--- config.mk ---
export PLATFORM = sky130hd
export DESIGN_NAME = cmerge2_cache_sync_flat
export DESIGN_NICKNAME = d
export VERILOG_FILES = /design/src/rtl/cmerge2_cache_sync_if.sv /design/src/rtl/cmerge2_cache_sync.sv /design/src/flat_wrapper.sv
export SDC_FILE = /design/constraint.sdc
export NUM_CORES = 1
export LEC_CHECK = 0
export ABC_AREA = 1
export CORE_MARGIN = 1
export CORE_UTILIZATION = 45
export CTS_CLUSTER_DIAMETER = 60
export DETAILED_ROUTE_END_ITERATION = 6
export HOLD_SLACK_MARGIN = 0.08
export PLACE_DENSITY = 0.7
export SYNTH_ARGS = -nofsm -noshare
export SYNTH_HDL_FRONTEND = slang
export SYNTH_SLANG_ARGS = --single-unit
--- constraint.sdc ---
create_clock -name clk -period 2.4 [get_ports clk]
set_clock_uncertainty 0.2 [all_clocks]
set_input_delay 0.6 -clock clk [delete_from_list [all_inputs] [get_ports clk]]
set_output_delay 0.6 -clock clk [all_outputs]
set_load 0.05 [all_outputs]
--- src/rtl/cmerge2_cache_sync_if.sv ---
// rtl/cmerge2_cache_sync_if.sv - handshake bundle between two senders, the merger and the shared update stage
interface cmerge2_cache_sync_if;
    logic i_drive0;
    logic i_drive1;
    logic o_free0;
    logic o_free1;
    logic o_fire;
    logic o_sel;
    logic o_driveNext;
    logic i_freeNext;
    logic o_busy;
    logic o_err;

    modport master (
        output i_drive0, i_drive1, i_freeNext,
        input  o_free0, o_free1, o_fire, o_sel, o_driveNext, o_busy, o_err
    );

    modport slave (
        input  i_drive0, i_drive1, i_freeNext,
        output o_free0, o_free1, o_fire, o_sel, o_driveNext, o_busy, o_err
    );
endinterface

--- src/rtl/cmerge2_cache_sync.sv ---
// rtl/cmerge2_cache_sync.sv - round-robin two-way drive/free request merger with fixed downstream delay
module cmerge2_cache_sync #(
    parameter int DRIVE_DELAY = 4
) (
    input logic                 clk,
    input logic                 rst,
    cmerge2_cache_sync_if.slave bus
);

    generate
        if (DRIVE_DELAY < 1 || DRIVE_DELAY > 15) begin : g_bad_delay
            $error("cmerge2_cache_sync: DRIVE_DELAY must be in 1..15");
        end
    endgenerate

    typedef enum logic [1:0] {S_IDLE, S_DELAY, S_WAIT} state_t;

    state_t     state_q, state_d;
    logic [3:0] cnt_q, cnt_d;
    logic [1:0] pend_q, pend_d;
    logic       last_q, last_d;
    logic       sel_q, sel_d;
    logic       fire_q, fire_d;
    logic       drive_next_q, drive_next_d;
    logic [1:0] free_q, free_d;
    logic       busy_q, busy_d;
    logic       err_q, err_d;

    logic [1:0] drive;
    logic [1:0] in_service;
    logic [1:0] viol;
    logic [1:0] grant_clr;
    logic       winner;
    logic       free_ok;

    assign drive = {bus.i_drive1, bus.i_drive0};

    always_comb begin
        state_d      = state_q;
        cnt_d        = cnt_q;
        last_d       = last_q;
        sel_d        = sel_q;
        fire_d       = 1'b0;
        drive_next_d = 1'b0;
        free_d       = 2'b00;
        err_d        = err_q;
        grant_clr    = 2'b00;
        winner       = 1'b0;

        in_service = (state_q != S_IDLE) ? (sel_q ? 2'b10 : 2'b01) : 2'b00;
        viol       = drive & (pend_q | in_service);
        // downstream cannot complete in the same cycle it is driven
        free_ok    = (state_q == S_WAIT) && !drive_next_q;

        if (|viol) begin
            err_d = 1'b1;
        end
        if (bus.i_freeNext && !free_ok) begin
            err_d = 1'b1;
        end

        case (state_q)
            S_IDLE: begin
                if (|pend_q) begin
                    winner            = (&pend_q) ? ~last_q : pend_q[1];
                    sel_d             = winner;
                    grant_clr[winner] = 1'b1;
                    fire_d            = 1'b1;
                    cnt_d             = 4'(DRIVE_DELAY - 1);
                    state_d           = S_DELAY;
                end
            end
            S_DELAY: begin
                if (cnt_q == 4'd0) begin
                    drive_next_d = 1'b1;
                    state_d      = S_WAIT;
                end else begin
                    cnt_d = cnt_q - 4'd1;
                end
            end
            S_WAIT: begin
                if (bus.i_freeNext && free_ok) begin
                    free_d[sel_q] = 1'b1;
                    last_d        = sel_q;
                    state_d       = S_IDLE;
                end
            end
            default: state_d = S_IDLE;
        endcase

        pend_d = (pend_q & ~grant_clr) | (drive & ~viol);
        busy_d = (state_d != S_IDLE);
    end

    always_ff @(posedge clk) begin
        if (rst) begin
            state_q      <= S_IDLE;
            cnt_q        <= 4'd0;
            pend_q       <= 2'b00;
            last_q       <= 1'b1;
            sel_q        <= 1'b0;
            fire_q       <= 1'b0;
            drive_next_q <= 1'b0;
            free_q       <= 2'b00;
            busy_q       <= 1'b0;
            err_q        <= 1'b0;
        end else begin
            state_q      <= state_d;
            cnt_q        <= cnt_d;
            pend_q       <= pend_d;
            last_q       <= last_d;
            sel_q        <= sel_d;
            fire_q       <= fire_d;
            drive_next_q <= drive_next_d;
            free_q       <= free_d;
            busy_q       <= busy_d;
            err_q        <= err_d;
        end
    end

    assign bus.o_free0     = free_q[0];
    assign bus.o_free1     = free_q[1];
    assign bus.o_fire      = fire_q;
    assign bus.o_sel       = sel_q;
    assign bus.o_driveNext = drive_next_q;
    assign bus.o_busy      = busy_q;
    assign bus.o_err       = err_q;

endmodule
--- src/flat_wrapper.sv ---
// flat-port wrapper written by rule: the top's interface ports become plain ports
module cmerge2_cache_sync_flat 
#(
    parameter int DRIVE_DELAY = 4
)
  (clk, rst, bus_i_drive0, bus_i_drive1, bus_i_freeNext, bus_o_free0, bus_o_free1, bus_o_fire, bus_o_sel, bus_o_driveNext, bus_o_busy, bus_o_err);
  cmerge2_cache_sync_if bus_i ();
  input logic clk;
  input logic rst;
  input wire logic [$bits(bus_i.i_drive0)-1:0] bus_i_drive0;
  input wire logic [$bits(bus_i.i_drive1)-1:0] bus_i_drive1;
  input wire logic [$bits(bus_i.i_freeNext)-1:0] bus_i_freeNext;
  output wire logic [$bits(bus_i.o_free0)-1:0] bus_o_free0;
  output wire logic [$bits(bus_i.o_free1)-1:0] bus_o_free1;
  output wire logic [$bits(bus_i.o_fire)-1:0] bus_o_fire;
  output wire logic [$bits(bus_i.o_sel)-1:0] bus_o_sel;
  output wire logic [$bits(bus_i.o_driveNext)-1:0] bus_o_driveNext;
  output wire logic [$bits(bus_i.o_busy)-1:0] bus_o_busy;
  output wire logic [$bits(bus_i.o_err)-1:0] bus_o_err;
  assign bus_i.i_drive0 = bus_i_drive0;
  assign bus_i.i_drive1 = bus_i_drive1;
  assign bus_i.i_freeNext = bus_i_freeNext;
  assign bus_o_free0 = bus_i.o_free0;
  assign bus_o_free1 = bus_i.o_free1;
  assign bus_o_fire = bus_i.o_fire;
  assign bus_o_sel = bus_i.o_sel;
  assign bus_o_driveNext = bus_i.o_driveNext;
  assign bus_o_busy = bus_i.o_busy;
  assign bus_o_err = bus_i.o_err;
  cmerge2_cache_sync #(.DRIVE_DELAY(DRIVE_DELAY)) u_core (.clk(clk), .rst(rst), .bus(bus_i));
endmodule
==> results.toml, run 1 <==
# physical design summary
[status]
run_status = "finished clean"

[setup_path]
cp_top_family = "buffers and inverters"
regToRegStartpoint = "u_core.cnt_q[0]"
r2r_cells = 8
critPathKind = "reg2out"
worstPathRequired_ns = 1.60
rrSetupSlack_ns = 0.94
cp-start-kind = "register"
worstReg2RegEnd = "u_core.cnt_q[3]"
setup.worst_path.end_class = "output pin"
timing.critical_path.arrival_ns = 1.51
worstPathBufferInverterCount = 1
critPathSlowestCell = "sky130_fd_sc_hd__clkdlybuf4s50_1"
crit_fanout = 5
path_cells = "clkdlybuf4s50_1"

[global_route]
antenna_found_initial = 0
groute.usage.overall_pct = 15.4
globalRouteMet3Util_pct = 3.33
gr-max-usage-layer = "met2"
grt_util_met1_pct = 16.1
met2_grt_util_pct = 27.0
wire_length_of_the_first_global_routing_pass_mm = 1.57
vias_in_the_first_global_route = 422
grt-ovfl-total = 0
grt_start_max_net_pins = 12

[worst_hold_path]
worst_hold_path.num_cells = 2
hp-start = "u_core.cnt_q[1]"
timing.hold.worst.class = "reg2reg"
worst_hold_path.endpoint = "u_core.cnt_q[1]"

[detailed_routing]
routed_wirelength_mm = 1.15
routedWlPerCell_um = 9.63
met3WireLength_um = 40
avgViaCountPerCell = 4.84
number_of_violations_reported_at_the_end_of_detailed_routing_iteration_0 = 10
route.vias.total = 576
drt_pre_antenna_iters = 5
dr.max_layer_used = "met4"
antenna_violating_nets_post_route = 0
drc = 0
wl_met1_um = 533
met2WireLength_um = 557

[pwr]
maxPowerGroup = "sequential cells"
power_clock_uw = 174
switching_power_of_the_nets_uw = 330
total_internal_power_uw = 523
power.density_cell_area_nw_per_um2 = 1050
comb_power_share_pct = 38.1
fin_total_pwr_uw = 853
ir_worst_vdd_mv = 0.446
leakagePower_uw = 0.000351
seqPwrFrac_pct = 41.6
pwr-share-clk_pct = 20.4
pg_comb_uw = 325
power_switching_share_pct = 38.7
p_seq_uw = 355

[clock_network]
cts-buffers-inserted = 3
cts-htree-levels = 1
post_cts_hold_buffer_count = 0
numClockSinks = 16
cts_setup_buffers = 0
cts.path.max_buffers = 2
cts-resized-gates = 0
clk_transition_reported_paths_ns = 0.10
latency_at_later_pin_ns = 0.27
cts_tree = "built"
ctsRootBufferMaster = "sky130_fd_sc_hd__clkbuf_4"

[synth]
mux_area_share_pct = 0
yosys.stat.chipArea_um2 = 654
post_synth.cell_area_avg_um2 = 7.27
yosys.area_share.adder_pct = 1.91
synthDistinctLibCells = 17
synth-simple-area-share_pct = 29.1
syn-instance-count = 90
post-synth-top-area-fraction_pct = 48.9
fp_nets = 96
mappedNetlistArea_um2 = 654
ys_cells = 90
synth.logic.top_family = "simple AND/OR/NAND/NOR gates"
synth-xor-area-share_pct = 0
netlist_top_cells_area = "sky130_fd_sc_hd__dfxtp_1, sky130_fd_sc_hd__nand2_1, sky130_fd_sc_hd__nor2_1"
synth_area_leader_cell = "sky130_fd_sc_hd__dfxtp_1"
yosys_warnings = 0
ys_sh_aoi_pct = 11.9
synth-seq-area-share_pct = 48.9

[timing]
max-slew-margin-rel_pct = 67.0
final_hold_viol_count = 0
setup-violations-final = 0
final_period_minus_worst_setup_slack_ns = 2.31
rsz_0062_raised_after_global_routing = "false"
tightest_slew_ns = 0.493
timing.final.max_slew_violations = 0
totalNegativeSetupSlack_ns = 0
achievable-frequency_mhz = 433
fin_worst_hold_slack_ns = 0.288
timing.final.crit_share_pct = 96.2

[layout]
mostFrequentLayoutCell = "sky130_fd_sc_hd__nand2_1"
antenna-diode-count = 0
flip_flop_count_of_the_largest_register_all_copies_and_words_added = 4
nFillCells = 111
finish.net_count = 111
post_route_cells_drive_above_1_share_pct = 9.62
areaGrowthSynthToFinish_pct = 24.5
final_cell_mix = "sky130_fd_sc_hd__nand2_1, sky130_fd_sc_hd__dfxtp_1, sky130_fd_sc_hd__nor2_1"

[placed_design]
gpl.final_weighted_congestion = 0.691
hpwlAfterDp_um = 916

[floorplan]
die-height_um = 40.1
fp-utilization_pct = 49.1
die_area_um2 = 1610
die_width_um = 40.1
core.rowCount = 13

[job]
maxCapViolations = 0
stage_log_warnings = 26
## run 1: cell type report
class	count	area [µm²]	area share (%)
repair buffers	11	110	13.5
well taps	15	18.8	2.30
clock buffers	4	36.3	4.45
multi-input cells	60	280	34.4
inverters	13	48.8	5.99
flip-flops and latches	16	320	39.3
## run 1: worst max-delay path by stage
stage | slack, ns | cells past startpoint | end | from
after floorplan | 0.94 | 0 | bus_o_sel | u_core.bus.o_sel
after global placement | 0.40 | 1 | bus_o_sel | u_core.bus.o_sel
after detailed placement | 0.39 | 1 | bus_o_sel | u_core.bus.o_sel
after CTS | 0.08 | 1 | bus_o_sel | u_core.bus.o_sel
after global routing | 0.03 | 1 | bus_o_sel | u_core.bus.o_sel
final | 0.09 | 1 | bus_o_sel | u_core.bus.o_sel
## run 1: Yosys cell counts
cell type and n:
sky130_fd_sc_hd__inv_2 2, sky130_fd_sc_hd__nor2_1 14, sky130_fd_sc_hd__or2_1 1, sky130_fd_sc_hd__ha_1 1, sky130_fd_sc_hd__a21oi_2 1, sky130_fd_sc_hd__inv_1 11, sky130_fd_sc_hd__nand4_1 1, sky130_fd_sc_hd__a21oi_1 10
sky130_fd_sc_hd__nor2_2 1, sky130_fd_sc_hd__nand2_1 18, sky130_fd_sc_hd__nand3_1 7, sky130_fd_sc_hd__dfxtp_1 16, sky130_fd_sc_hd__nor3_1 2, sky130_fd_sc_hd__nand2_2 1, sky130_fd_sc_hd__o21ai_2 1, sky130_fd_sc_hd__o21ai_0 2
sky130_fd_sc_hd__buf_2 1
## run 1: through the flow
step                      setup slack [ns]  std cells  utilization [%]  area, µm²
final                               0.0916        119             61.1        815
after global placement               0.405        115             58.3        778
after detailed placement             0.394        115             58.3        778
after floorplan                      0.937         90                -        654
after global routing                0.0315        119             61.1        815
after CTS                           0.0838        119             61.1        815
Figure 1. Signal wires on met2 (run 1).
(6 px per µm)
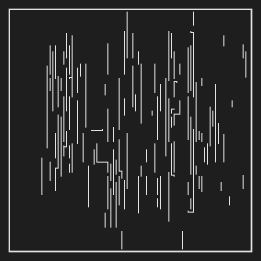
- share of all routed wire: 49%
- nets with wire on the layer: 90

Figure 2. Sequential cells coloured by netlist name (run 1).
(6 px per µm)
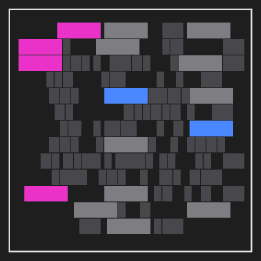
- blue: `u_core.pend_q` (sequential cells 2)
- magenta: `u_core.cnt_q` (sequential cells 4)
- not coloured: 10

Figure 3. Nets reached from selected ports (run 1).
(10 px per µm)
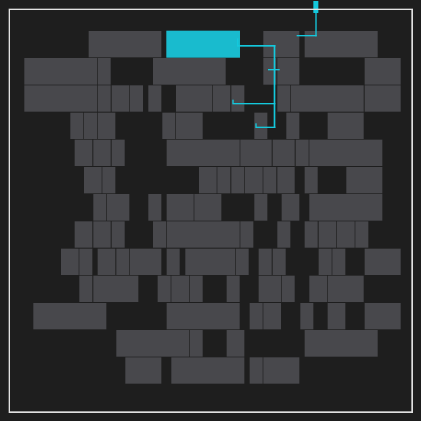
- cyan: `bus_o_sel` (bits 1; direction output; end cells 1; buffers 1; wire 24.3 µm)
number of placed I/O pins: 12
quantity of I/O buffers inserted on ports: 11

--- run 2 (diff from run 1) ---
--- a/config.mk
+++ b/config.mk
@@ -6,6 +6,7 @@
 export NUM_CORES = 1
 export LEC_CHECK = 0
 export ABC_AREA = 1
+export CAP_MARGIN = 20
 export CORE_MARGIN = 1
 export CORE_UTILIZATION = 45
 export CTS_CLUSTER_DIAMETER = 60
Figure 4. Routing congestion map (run 2).
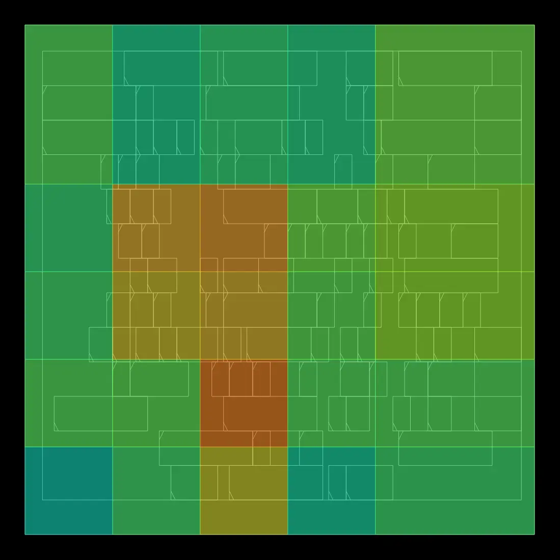
met2 GRT Util: 27.0%
average wire per cell in the routed design: 9.63 µm
final cell utilization of the core: 61.1%
all-layer global routing usage: 15.4%
met1 Usage GRT: 16.1%

==> run 2 against run 1 <==
Net effect:
- synthesized cell count unchanged
- clock power about the same
- design area unchanged
- via count unchanged
- register-to-register slack about the same
- highest routed layer unchanged
- largest cell class unchanged
- maximum frequency unchanged
- sequential power about the same
==> results.toml, run 2 <==
# physical design summary
[timing]
setup_ws_ns = 0.0916
tightest_slew_ns = 0.493
rsz_0062_raised_after_global_routing = "false"
max-slew-margin-rel_pct = 67.0
final_hold_viol_count = 0
final_period_minus_worst_setup_slack_ns = 2.31
achievable-frequency_mhz = 433
totalNegativeSetupSlack_ns = 0

[floorplan]
fp-utilization_pct = 49.1
die_width_um = 40.1
die_area_um2 = 1610
core.rowCount = 13
top_level_ports = 12
die-height_um = 40.1

[setup_path]
crit_fanout = 5
setup.worst_path.end_class = "output pin"
critPathSlowestCell = "sky130_fd_sc_hd__clkdlybuf4s50_1"
worstPathBufferInverterCount = 1
timing.critical_path.arrival_ns = 1.51
critPathKind = "reg2out"
worstPathRequired_ns = 1.60
cp-start-kind = "register"

[synth]
synth_top_cell_by_count = "sky130_fd_sc_hd__nand2_1"
yosys_warnings = 0
ys.flop_type = "sky130_fd_sc_hd__dfxtp_1"
async_set_or_reset_flop_fraction_in_the_synthesized_netlist_pct = 0
yosys.stat.chipArea_um2 = 654
synthDistinctLibCells = 17
synth_area_leader_cell = "sky130_fd_sc_hd__dfxtp_1"
synth-seq-area-share_pct = 48.9
edf_count = 0
ys_cells = 90
syn-instance-count = 90
post-synth-top-area-fraction_pct = 48.9

[pwr]
ir_worst_vdd_mv = 0.446
total_internal_power_uw = 523
power_switching_share_pct = 38.7
seqPwrFrac_pct = 41.6
power.density_cell_area_nw_per_um2 = 1050
leakagePower_uw = 0.000351
switching_power_of_the_nets_uw = 330

[clock_network]
cts.path.max_buffers = 2
post_cts_hold_buffer_count = 0
cts-resized-gates = 0
cts_tree = "built"
cts_setup_buffers = 0
latency_at_later_pin_ns = 0.27
ctsRootBufferMaster = "sky130_fd_sc_hd__clkbuf_4"
numClockSinks = 16
cts-buffers-inserted = 3

[layout]
antenna-diode-count = 0
final_cell_mix = "sky130_fd_sc_hd__nand2_1, sky130_fd_sc_hd__dfxtp_1, sky130_fd_sc_hd__nor2_1"
mostFrequentLayoutCell = "sky130_fd_sc_hd__nand2_1"
post_route_cells_drive_above_1_share_pct = 9.62
areaGrowthSynthToFinish_pct = 24.5
flip_flop_count_of_the_largest_register_all_copies_and_words_added = 4
regArea_um2 = 320

[placed_design]
hpwlAfterDp_um = 916
port-buffer-count = 11
post-place-ws_ns = 0.394

[global_route]
grt_start_max_net_pins = 12
wire_length_of_the_first_global_routing_pass_mm = 1.57
vias_in_the_first_global_route = 422
grt-ovfl-total = 0
antenna_found_initial = 0

[worst_hold_path]
timing.hold.worst.class = "reg2reg"

[detailed_routing]
avgViaCountPerCell = 4.84
number_of_violations_reported_at_the_end_of_detailed_routing_iteration_0 = 10
drc = 0

[status]
run_status = "finished clean"
Figure 5. Signal wires on met2 (run 2).
(6 px per µm)
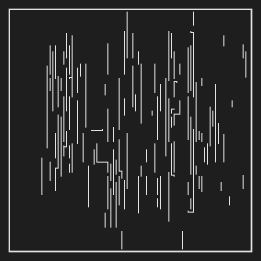
- nets with wire on the layer: 90
- share of all routed wire: 49%
- wire length on this layer: 558 µm
- main direction: vertical
via count: 576
wire length after detailed routing: 1.15 mm

run 2: cell counts after synthesis:
No cell type changed its count.
run 2: stage by stage:
step                total power, µW  std cells  area (µm²)  hold slack (ns)
global placement                681        115         778            0.267
detailed placement              689        115         778            0.281
CTS                             859        119         815            0.294
floorplan                       605         90         654            0.249
finish                          853        119         815            0.288
global route                    910        119         815            0.319
run 2: final timing paths:
kind / from / end / slack (ns) / depth (start not counted)
hold reg to reg: u_core.cnt_q[1] / u_core.cnt_q[1] / 0.29 / 2
hold / removal: u_core.cnt_q[1] / u_core.cnt_q[1] / 0.29 / 2
setup / recovery: u_core.bus.o_sel / bus_o_sel / 0.09 / 1
setup reg to reg: u_core.cnt_q[0] / u_core.cnt_q[3] / 0.94 / 8
run 2: cell type report:
type	count	share of cell area, %
sequential	16	39.3
multi-input combinational	60	34.4
timing repair buffer	11	13.5
inverter	13	5.99
clock buffer	4	4.45
tap	15	2.30
run 2: cells by family (layout without fill, tap and decap cells):
kind of cell	after synthesis	after routing	synth area share, %
AOI/OAI and AO/OA	14	14	11.9
buffers and inverters	14	28	8.22
adders and majority gates	1	1	1.91
DFF	16	16	48.9
and+or+nand+nor	45	45	29.1
run 2: power groups by stage:
stage / combinational, µW / sequential (µW) / clock [µW]
5_1_grt: 361 / 360 / 189
6_report: 325 / 355 / 174
3_3_place_gp: 322 / 359 / 0
3_5_place_dp: 328 / 361 / 0
4_1_cts: 328 / 355 / 176
2_1_floorplan: 189 / 416 / 0
run 2: per-layer routing:
layer | vias up | track usage (%) | part of all wire (%)
li1 | 313 | - | -
met1 | 253 | 16.1 | 47
met2 | 8 | 27.0 | 49
met3 | 2 | 3.33 | 3.5
met4 | 0 | 10.3 | 1.2
met5 | - | 0 | 0
Power figures rest on the tool's default switching activity, not on a simulated workload.
